<file path="config.mk">
export PLATFORM = sky130hd
export DESIGN_NAME = event_encoder
export DESIGN_NICKNAME = d
export VERILOG_FILES = /design/src/rtl/event_encoder.sv
export SDC_FILE = /design/constraint.sdc
export NUM_CORES = 1
export LEC_CHECK = 0
export ABC_CLOCK_PERIOD_IN_PS = 3000
export CAP_MARGIN = 30
export CORE_UTILIZATION = 46
export CTS_CLUSTER_DIAMETER = 40
export DETAILED_ROUTE_END_ITERATION = 10
export PLACE_DENSITY_LB_ADDON = 0.05
export SLEW_MARGIN = 10
export SYNTH_ARGS = -nofsm -noshare
export SYNTH_HDL_FRONTEND = slang
export SYNTH_SLANG_ARGS = --single-unit
export TNS_END_PERCENT = 20
</file>
<file path="constraint.sdc">
create_clock -name clk -period 3 [get_ports clk]
set_input_delay 0.6 -clock clk [delete_from_list [all_inputs] [get_ports clk]]
set_output_delay 0.6 -clock clk [all_outputs]
set_load 0.02 [all_outputs]
</file>
<file path="src/rtl/event_encoder.sv">
// Eight-line event capture with a fixed-priority index encoder and valid/ready handoff.
// Pending events accumulate until the consumer accepts their index; re-events on pending lines set a sticky overflow.
module event_encoder (
    input  logic       clk,
    input  logic       rst,
    input  logic [7:0] i,
    input  logic       ready,
    output logic [2:0] o,
    output logic       valid,
    output logic [7:0] pend,
    output logic       ovf
);

    typedef enum logic {
        IDLE  = 1'b0,
        OFFER = 1'b1
    } state_t;

    state_t     r_state;
    logic [2:0] r_o;
    logic [7:0] r_pend;
    logic       r_ovf;

    logic       w_accept;
    logic [7:0] w_clr;
    logic [7:0] w_rem;
    logic [2:0] w_pick;

    // Line 0 wins: scan from the top so the lowest set bit is written last.
    function automatic logic [2:0] lowest_set(input logic [7:0] v);
        logic [2:0] idx;
        idx = 3'd0;
        for (int n = 7; n >= 0; n--) begin
            if (v[n]) idx = 3'(n);
        end
        return idx;
    endfunction

    assign w_accept = (r_state == OFFER) && ready;
    assign w_clr    = w_accept ? (8'd1 << r_o) : 8'd0;
    // Only events already registered compete for the next offer.
    assign w_rem    = r_pend & ~w_clr;
    assign w_pick   = lowest_set(w_rem);

    // NOTE: sequential state uses non-blocking assignments so every register sees pre-edge values.
    always_ff @(posedge clk or posedge rst) begin
        if (rst) begin
            r_state <= IDLE;
            r_o     <= 3'd0;
            r_pend  <= 8'd0;
            r_ovf   <= 1'b0;
        end else begin
            r_pend <= w_rem | i;
            if (|(i & w_rem)) r_ovf <= 1'b1;
            if (r_state == IDLE || w_accept) begin
                if (|w_rem) begin
                    r_state <= OFFER;
                    r_o     <= w_pick;
                end else begin
                    r_state <= IDLE;
                    r_o     <= 3'd0;
                end
            end
        end
    end

    assign o     = r_o;
    assign valid = (r_state == OFFER);
    assign pend  = r_pend;
    assign ovf   = r_ovf;

endmodule
</file>
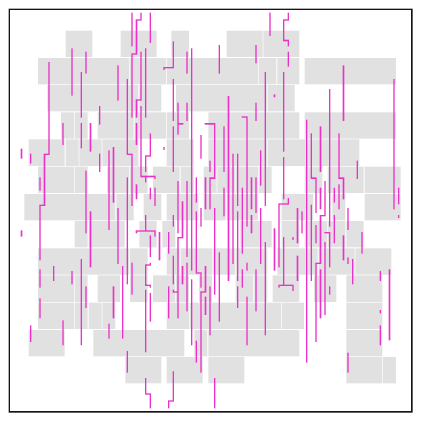
met2.png
Scale: 10 px per µm.
wire length on this layer: 696 µm
share of all routed wire: 46%
nets with wire on the layer: 99
main direction: vertical
longest straight run: 24.1 µm

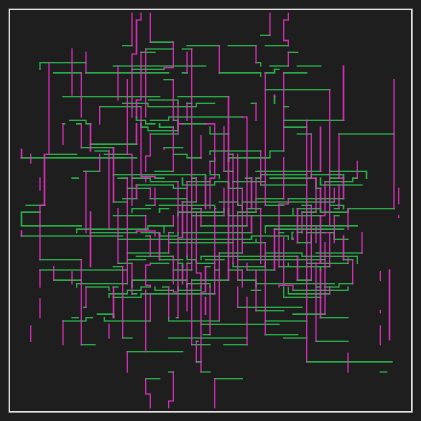
metal_stack.png
Scale: 10 px per µm. Two of the layers only.
legend:
  magenta:
    layer: met2
    wire_length: 696 µm
  green:
    layer: met1
    wire_length: 722 µm
via count: 664
Overall Global Routing Usage: 0.238

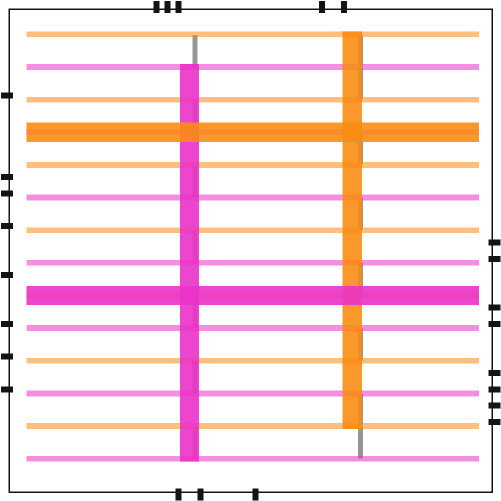
pdn.png
Scale: 12 px per µm. Pins as bars on the die edge. Tap cells in grey.
legend:
  magenta:
    net: VSS
  orange:
    net: VDD
met4 straps: 2
met1 rails: 14

==> flow report <==
OUTCOME
--------------------------------------------------------------------------------------------------------
Status .................................................................................... complete, no violations

TIMING
--------------------------------------------------------------------------------------------------------
Hold slack ................................................................................     0.473 ns

YOSYS
--------------------------------------------------------------------------------------------------------
Biggest area consumer among synthesized cells ............................................. sky130_fd_sc_hd__dfrtp_1
Sequential fraction of the synthesis area .................................................        0.487
Library cells used by synthesis ...........................................................           27
Count of library flops with an enable pin .................................................            0
Cells taking the most area after synthesis ................................................ sky130_fd_sc_hd__dfrtp_1 (49%), sky130_fd_sc_hd__o21ai_1 (6.0%), sky130_fd_sc_hd__nand2_1 (5.6%)

GLOBAL ROUTE
--------------------------------------------------------------------------------------------------------
Remaining global-route overflow ...........................................................            0

ROUTE
--------------------------------------------------------------------------------------------------------
Post-DRT Antenna Nets .....................................................................            0

SETUP PATH
--------------------------------------------------------------------------------------------------------
Reg2Reg Capture Point .....................................................................         o[0]
Maximum net fanout on the critical path ...................................................            5
Reg2Reg Setup Slack .......................................................................      1.25 ns

POWER AND IR DROP
--------------------------------------------------------------------------------------------------------
Power consumed by sequential cells ........................................................       230 µW
Sw power ..................................................................................       195 µW
Highest ir drop seen on vdd ...............................................................       278 µV

PLACE
--------------------------------------------------------------------------------------------------------
Port Buf Inserts ..........................................................................           23
Post-detail-place hpwl ....................................................................      1.10 mm

CLOCKING
--------------------------------------------------------------------------------------------------------
Post-CTS clock slew at the launch and capture registers of the worst setup and hold paths .      0.08 ns
Clock latency on the worst-skew pair ......................................................      0.28 ns

FLOORPLANNING
--------------------------------------------------------------------------------------------------------
Tap cells .................................................................................           15
Die W .....................................................................................      40.1 µm

FINAL LAYOUT
--------------------------------------------------------------------------------------------------------
Sequential cell area ......................................................................      325 µm²
Logic area ................................................................................      320 µm²
Clock buffers and inverters, area share ...................................................       0.0279
Number of clock buffers in the layout .....................................................            4

placed cells by master (no fill, tap or decap):
master / synthesis / layout
sky130_fd_sc_hd__o41ai_2: 1 / 1
sky130_fd_sc_hd__inv_1: 6 / 6
sky130_fd_sc_hd__o21ai_1: 8 / 8
sky130_fd_sc_hd__nand4_1: 1 / 1
sky130_fd_sc_hd__nor2_1: 3 / 3
sky130_fd_sc_hd__or2_2: 2 / 2
sky130_fd_sc_hd__a21oi_2: 1 / 1
sky130_fd_sc_hd__or4b_1: 1 / 1
sky130_fd_sc_hd__nor2b_1: 2 / 2
sky130_fd_sc_hd__o31a_1: 2 / 2
sky130_fd_sc_hd__and2_0: 1 / 1
sky130_fd_sc_hd__nand2_1: 10 / 10
sky130_fd_sc_hd__o21a_1: 1 / 1
sky130_fd_sc_hd__or3_1: 1 / 1
sky130_fd_sc_hd__or4bb_1: 1 / 1
sky130_fd_sc_hd__clkbuf_4: 0 / 3
sky130_fd_sc_hd__nand2b_1: 4 / 4
sky130_fd_sc_hd__o21ai_2: 1 / 1
sky130_fd_sc_hd__o22ai_1: 2 / 2
sky130_fd_sc_hd__o21ai_0: 1 / 1
sky130_fd_sc_hd__dfrtp_1: 13 / 13
sky130_fd_sc_hd__clkbuf_1: 0 / 1
sky130_fd_sc_hd__a221oi_1: 1 / 1
sky130_fd_sc_hd__a31oi_1: 1 / 1
sky130_fd_sc_hd__a22o_1: 1 / 1
sky130_fd_sc_hd__nand3b_1: 1 / 1
sky130_fd_sc_hd__clkdlybuf4s50_1: 0 / 23
sky130_fd_sc_hd__a21oi_1: 3 / 3
sky130_fd_sc_hd__nand3_1: 2 / 2
sky130_fd_sc_hd__a311oi_1: 1 / 1
worst max-delay path: stages:
cell	delay (ns)
sky130_fd_sc_hd__clkdlybuf4s50_1	0.53
sky130_fd_sc_hd__nand3_1	0.17
sky130_fd_sc_hd__o21ai_1	0.34
sky130_fd_sc_hd__nand4_1	0.21
sky130_fd_sc_hd__o41ai_2	0.30
sky130_fd_sc_hd__o21ai_1	0.10
worst max path at each step:
stage / from / to / slack [ns] / depth (start not counted)
final: ready / o[0] / 0.91 / 6
after detailed placement: ready / o[0] / 0.65 / 6
after global placement: ready / o[0] / 0.68 / 6
after floorplan: ready / o[0] / 1.35 / 5
after global routing: ready / o[0] / 0.72 / 6
after CTS: ready / o[0] / 0.94 / 6
cells in the mapped netlist (2+ instances only):
cell type,n
sky130_fd_sc_hd__or2_2,2
sky130_fd_sc_hd__o22ai_1,2
sky130_fd_sc_hd__a21oi_1,3
sky130_fd_sc_hd__nand3_1,2
sky130_fd_sc_hd__nor2b_1,2
sky130_fd_sc_hd__nand2_1,10
sky130_fd_sc_hd__inv_1,6
sky130_fd_sc_hd__nor2_1,3
sky130_fd_sc_hd__o21ai_1,8
sky130_fd_sc_hd__o31a_1,2
sky130_fd_sc_hd__dfrtp_1,13
sky130_fd_sc_hd__nand2b_1,4
flip-flops by register name, summed over array words and instances (netlist names):
register,cells
ovf,1
o,3
valid,1
pend,8
metal layers:
metal,vias up,part of all wire,global-route usage
met5,-,0,0
met3,4,0.058,0.0833
met1,323,0.48,0.313
li1,314,-,-
met4,0,0.0066,0.0517
met2,23,0.46,0.375
Power and IR drop assume default switching activity.
